Fig. 1: track usage over the die
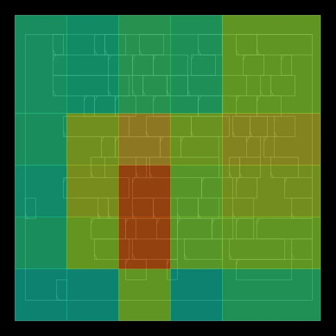
Fig. 2: clock wires, drivers and flops
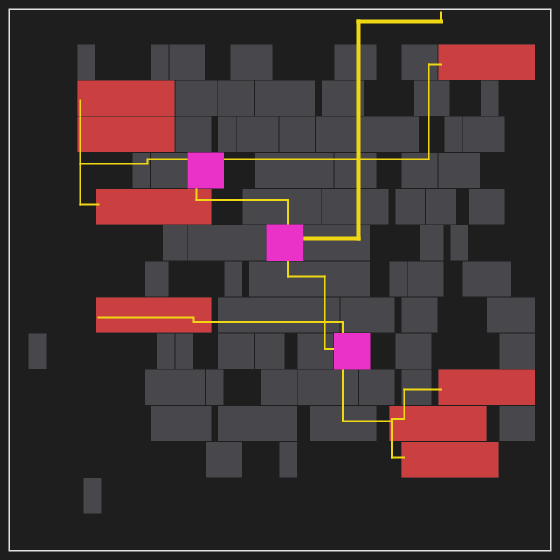
Fig. 3: placed cells, one colour a class
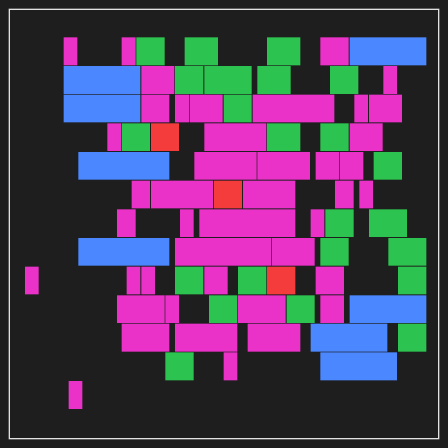
Fig. 4: PDN straps and rails
Bar = 10 µm. Pins as bars on the die edge.
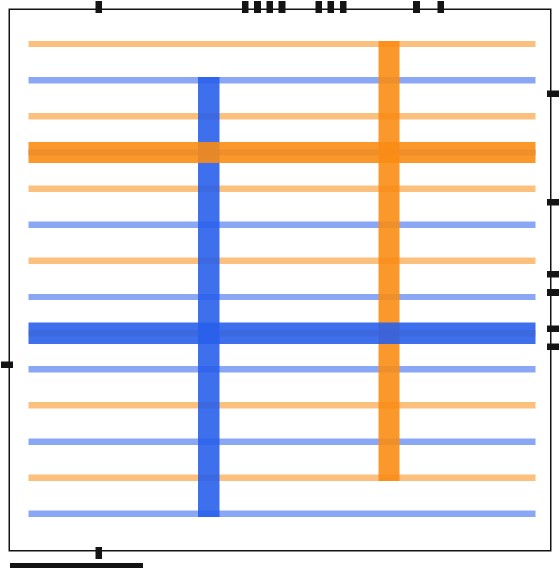
Fig. 5: metal layers overlaid
Bar = 10 µm.
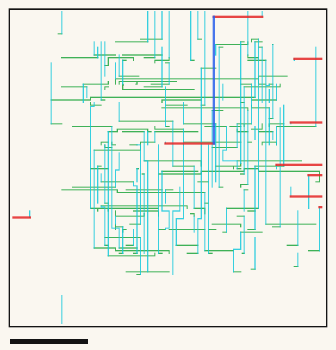
$ cat src/rtl/llc_input_scheduler.sv
// -----------------------------------------------------------------------------
// llc_input_scheduler
//
// Picks one of three incoming LLC message channels (response, CPU request,
// DMA request) and walks the chosen transaction through a fixed
// DECODE -> RD_SET -> PROCESS sequence before it accepts the next one.
//
// Handshake: the *_valid inputs are level-held requests with no ready.
// A channel is considered consumed when its bit shows up in grant (visible
// together with the decode_en strobe). The producer must keep its message
// stable until then. proc_done is a single-cycle completion pulse from the
// datapath, and it only counts while in PROCESS.
//
// Optional feature: define LLC_STARVE_GUARD_EN to enable the DMA starvation
// guard. Without the guard the arbitration is strict rsp > req > dma and
// starve_cnt is tied to 0.
//
// Parameters
//   STARVE_LIMIT   number of rsp/req grants tolerated while DMA waits (1..15)
//
// Ports
//   clk            rising-edge clock
//   rst            synchronous active-high reset
//   rsp_valid      response channel has a message
//   req_valid      CPU request channel has a message
//   dma_req_valid  DMA request channel has a message
//   req_stall      set conflict, so req and dma are not eligible
//   recall_pending recall outstanding, so only rsp is eligible
//   proc_done      datapath finished the current transaction
//   decode_en      one-cycle strobe into the input decoder
//   rd_set_en      one-cycle strobe to read the set
//   grant          one-hot {dma,req,rsp} of the current transaction, 0 when idle
//   busy           high whenever the FSM is not in IDLE
//   starve_cnt     current DMA starvation count
// -----------------------------------------------------------------------------
module llc_input_scheduler #(
   parameter int STARVE_LIMIT = 4
) (
   input  logic       clk,
   input  logic       rst,
   input  logic       rsp_valid,
   input  logic       req_valid,
   input  logic       dma_req_valid,
   input  logic       req_stall,
   input  logic       recall_pending,
   input  logic       proc_done,
   output logic       decode_en,
   output logic       rd_set_en,
   output logic [2:0] grant,
   output logic       busy,
   output logic [3:0] starve_cnt
);

   typedef enum logic [1:0] {
      IDLE    = 2'd0,
      DECODE  = 2'd1,
      RD_SET  = 2'd2,
      PROCESS = 2'd3
   } state_t;

   localparam logic [2:0] G_RSP = 3'b001;
   localparam logic [2:0] G_REQ = 3'b010;
   localparam logic [2:0] G_DMA = 3'b100;

   state_t     state_q;
   logic [2:0] grant_q;
   logic       decode_en_q;
   logic       rd_set_en_q;
   logic       busy_q;

   logic       rsp_el;
   logic       req_el;
   logic       dma_el;
   logic       guard_hit;
   logic [2:0] grant_sel;

   // A set conflict or an outstanding recall only blocks new requests;
   // responses must always drain.
   assign rsp_el = rsp_valid;
   assign req_el = req_valid & ~req_stall & ~recall_pending;
   assign dma_el = dma_req_valid & ~req_stall & ~recall_pending;

`ifdef LLC_STARVE_GUARD_EN
   localparam logic [3:0] LIMIT = 4'(STARVE_LIMIT);

   logic [3:0] starve_q;

   // DMA has been passed over LIMIT times while eligible: it jumps the queue.
   assign guard_hit = (starve_q == LIMIT) & dma_el;

   // The counter only moves in IDLE, where grant decisions are made. A DMA
   // grant, or DMA having nothing to send, ends the starvation episode.
   always_ff @(posedge clk) begin
      if (rst) begin
         starve_q <= '0;
      end else if (state_q == IDLE) begin
         if (!dma_req_valid || grant_sel == G_DMA) begin
            starve_q <= '0;
         end else if ((grant_sel != 3'b000) && dma_el && (starve_q != LIMIT)) begin
            starve_q <= starve_q + 4'd1;
         end
      end
   end

   assign starve_cnt = starve_q;
`else
   assign guard_hit  = 1'b0;
   assign starve_cnt = 4'd0;
`endif

   // Fixed priority rsp > req > dma, overridden by the starvation guard.
   always_comb begin
      grant_sel = 3'b000;
      if (guard_hit) begin
         grant_sel = G_DMA;
      end else if (rsp_el) begin
         grant_sel = G_RSP;
      end else if (req_el) begin
         grant_sel = G_REQ;
      end else if (dma_el) begin
         grant_sel = G_DMA;
      end
   end

   // All outputs are registered alongside the state, so each strobe lines up
   // exactly with the state it belongs to.
   always_ff @(posedge clk) begin
      if (rst) begin
         state_q     <= IDLE;
         grant_q     <= 3'b000;
         decode_en_q <= 1'b0;
         rd_set_en_q <= 1'b0;
         busy_q      <= 1'b0;
      end else begin
         decode_en_q <= 1'b0;
         rd_set_en_q <= 1'b0;
         case (state_q)
            IDLE: begin
               if (grant_sel != 3'b000) begin
                  state_q     <= DECODE;
                  grant_q     <= grant_sel;
                  decode_en_q <= 1'b1;
                  busy_q      <= 1'b1;
               end else begin
                  grant_q <= 3'b000;
               end
            end
            DECODE: begin
               state_q     <= RD_SET;
               rd_set_en_q <= 1'b1;
            end
            RD_SET: begin
               state_q <= PROCESS;
            end
            PROCESS: begin
               if (proc_done) begin
                  state_q <= IDLE;
                  grant_q <= 3'b000;
                  busy_q  <= 1'b0;
               end
            end
            default: begin
               state_q <= IDLE;
               grant_q <= 3'b000;
               busy_q  <= 1'b0;
            end
         endcase
      end
   end

   assign decode_en = decode_en_q;
   assign rd_set_en = rd_set_en_q;
   assign grant     = grant_q;
   assign busy      = busy_q;

endmodule

$ cat config.mk
export PLATFORM = sky130hd
export DESIGN_NAME = llc_input_scheduler
export DESIGN_NICKNAME = d
export VERILOG_FILES = /design/src/rtl/llc_input_scheduler.sv
export SDC_FILE = /design/constraint.sdc
export NUM_CORES = 1
export LEC_CHECK = 0
export CORE_UTILIZATION = 30
export CTS_BUF_LIST = sky130_fd_sc_hd__clkbuf_4
export CTS_CLUSTER_SIZE = 40
export DETAILED_ROUTE_END_ITERATION = 8
export GPL_TIMING_DRIVEN = 1
export PLACE_DENSITY = 0.7
export SLEW_MARGIN = 40
export SYNTH_ARGS = -nofsm -noshare
export SYNTH_HDL_FRONTEND = slang
export SYNTH_SLANG_ARGS = --single-unit
$ cat constraint.sdc
create_clock -name clk -period 1.1 [get_ports clk]
set_input_delay 0.22 -clock clk [delete_from_list [all_inputs] [get_ports clk]]
set_output_delay 0.22 -clock clk [all_outputs]
set_load 0.03 [all_outputs]
==> Slide: Implementation Results <==
Implementation Results

STA
  • RSZ-0062 raised after global routing: yes
  • Fin. max-slew vios: 0
  • Layout Skew: ~0.0020 ns
  • TNS Setup: -0.148 ns
  • Endpoints failing setup: 5
  • Final worst slack: -0.0456 ns
  • Cycle use final: 104%
  • Fmax: between 800 and 900 MHz
  • Final hold viol count: 0
  • Final hold slack: between 0.3 and 0.4 ns
  • Fin crit period: 1.15 ns

Drt
  • Metal3 WL: 33 µm
  • Vias per cell: 4.82
  • Residual DRC count: 0
  • ANT nets after route: 0
  • DR WL met2: 618 µm
  • First-pass iteration count of the detailed router: 3
  • Top sig layer: met4
  • 1st-iter DRT viols: 7
  • DRT met1 WL: between 400 and 500 µm
  • Via count: 443

Placed design
  • Placed cells: a little under 90
  • Count of input and output buffers: 13
  • DP HPWL: around 770 µm
  • Pre-CTS WS: -0.379 ns
  • DP Area: between 600 and 700 µm²
  • RD Place Congestion: 0.782

Yosys
  • Yosys cell types: 23
  • Seq cells post-synth: 8
  • Post-Syn Area: between 400 and 500 µm²
  • Complex Gates by Area: between 15 and 20%
  • Synth top cells by count: 8 x dfxtp_1, 6 x nor2_1, 5 x ha_1, 4 x buf_4, 4 x inv_1
  • Largest type area fraction: a little over a third
  • Post-synthesis sequential area ratio: about 36%
  • Ys cells: 53
  • Simple-Gate Area Share: 23.2%
  • Adder share: between 10% and 20%
  • Post-Synth XOR/XNOR Area: 0%
  • EDFF count, synth: 0
  • Top comb family, area: simple AND/OR/NAND/NOR gates
  • Cell taking the most area after synthesis: dfxtp_1
  • Synth warnings: 0
  • Chip Area, Yosys: approximately 450 µm²
  • Synth top area cells: dfxtp_1 36%, ha_1 14%, buf_4 6.7%
  • Top_reg_cell synth: dfxtp_1
  • Cell count after synthesis: approximately 53
  • Async SR Flop Fraction: 0%
  • Top cell type by instance count after synthesis: dfxtp_1
  • Area fraction in mux cells: 0%
  • Avg Inst Size Synth: between 8 and 9 µm²

Global route
  • Largest net degree at the start of global routing: 7
  • Antenna violations before repair: 0
  • Vias in the first global route: between 300 and 400
  • Global-route wire length before repair: 1600 µm
  • Gr ovfl total: 0

Floorplan
  • I/O pins: 18
  • Core Density at Floorplan: approximately a third
  • Chip area: about 1700 µm²

Run status
  • Failing checks: setup timing
  • Status: complete, but fails checks

Clock network
  • Clock Tree Root: clkbuf_4
  • CTS Buf Count: 3
  • Post-CTS Setup Bufs: 1
  • Sink Count: 8
  • Max clock buf depth: 2
  • Hold Buf Count CTS: 0
  • CTS clk-pin slew, worst paths: approximately 0.06 ns
  • CTS resizes: 22
  • CTS tree: done
  • Clock H-tree levels: 1

Power
  • PwrDens: ~2200 nW/µm²
  • Total Power: 1.73 mW
  • Leak: around 0.35 nW

Run
  • Tool warnings: 33
  • Max Cap Violations: 0

Final layout
  • Finished Layout Cells: between 90 and 100
  • FF+latch area: approximately 170 µm²
  • Comb area: 363 µm²
  • Layout fillers: around 120
  • Nets@finish: 92
  • Antenna fix cells: 0
  • Area grow syn2layout: 73.5%
  • Share of layout cells above drive strength 1: approximately half

Worst setup path
  • Max FO, Critical Path: 4
  • WP data arrival: between 1 and 1.5 ns
  • Nature of the critical path startpoint: flip-flop
  • CP endpoint kind: flip-flop
  • Crit path required time: about 1.2 ns
  • Crit Path Category: flip-flop to flip-flop

Worst hold path
  • Hold crit path type: input pin to flip-flop
About Fig. 1:
met2 Use GR: 26.2%
busiest layer in global routing: met2
met1 GRT Util: 17.0%
fin util: 57.6%
GR Util met3: 5.43%

About Fig. 2:
red -> flip-flops  # count 8
yellow -> clock wires  # length 139 µm
magenta -> cells driving clock nets  # count 3
flops lie = all over the die
routed clock nets = 4
Clock Power Share: 13.3%
worst-skew pair later-pin latency: 0.25 ns
Clk. pwr: 0.231 mW

About Fig. 3:
red -> cells driving clock nets  # cells 3, share of their area 3.0%
magenta -> all other logic  # cells 43, share of their area 50%
blue -> flip-flops  # cells 8, share of their area 22%
green -> other buffers and delay cells  # cells 23, share of their area 25%
Rows: 13
Layout Cell Area excl Fill: 777 µm²
core area: 1350 µm²

About Fig. 4:
blue -> VSS
orange -> VDD
rows = 13
met1 rails = 14
Worst VDD drop: 1180 µV
die height: 40.6 µm
Die W: 40.6 µm

About Fig. 5:
blue -> met4  # wire length 16.3 µm
red -> met3  # wire length 33.4 µm
green -> met1  # wire length 455 µm
cyan -> met2  # wire length 619 µm
wire per inst: 12.2 µm
GRT Overall Usage: 15.7%
detailed-route wire length: 1120 µm

==> final cells by class <==
class / count / area share (%)
clock buffers: 3 / 2.90
repair buffers: 23 / 24.2
well taps: 15 / 2.42
flip-flops and latches: 8 / 21.6
inverters: 4 / 2.25
multi-input cells: 39 / 46.7
==> placed cells by master, fill, tap and decap left out, drive strengths merged, types with 2 or more instances in the layout <==
| cell type | count |
|---|---|
| buf | 16 |
| dfxtp | 8 |
| nor2 | 6 |
| ha | 5 |
| conb | 4 |
| dlygate4sd2 | 4 |
| inv | 4 |
| nand2 | 3 |
| clkbuf | 3 |
| a21oi | 3 |
| nand2b | 2 |
| o21ai | 2 |
| o41ai | 2 |
| clkdlybuf4s50 | 2 |
| or2 | 2 |
| nor2b | 2 |
==> kinds of logic (layout without fill, tap and decap cells) <==
logic type | count (synthesis) | in the layout
buf+inv | 9 | 30
simple gates | 20 | 20
other cells | 1 | 4
compound gates | 10 | 10
flops | 8 | 8
fa+ha+maj | 5 | 5
==> registers in the layout (all words and copies together) (netlist names) <==
signal	flops
busy	1
decode_en	1
grant	3
rd_set_en	1
state_q	2
==> path summary, 6_finish.rpt <==
check | end | startpoint | cells past startpoint | slack, ns
max | state_q[1] | state_q[1] | 5 | -0.05
max reg2reg | state_q[1] | state_q[1] | 5 | -0.05
min | grant[1] | req_valid | 4 | 0.37
min reg2reg | grant[0] | grant[0] | 2 | 0.48
==> worst max-delay path, stage by stage, from the launching register on <==
cell and delay, ns:
dfxtp_4 0.37, inv_2 0.05, ha_4 0.17, nand2b_4 0.08, a21oi_4 0.05, o41ai_2 0.31
==> power breakdown <==
group | total (mW) | internal [mW] | switching (mW)
Clock | 0.231 | 0.125 | 0.106
Combinational | 1.02 | 0.503 | 0.522
Sequential | 0.477 | 0.395 | 0.0819
Power figures rest on the tool's default switching activity, not on a simulated workload.
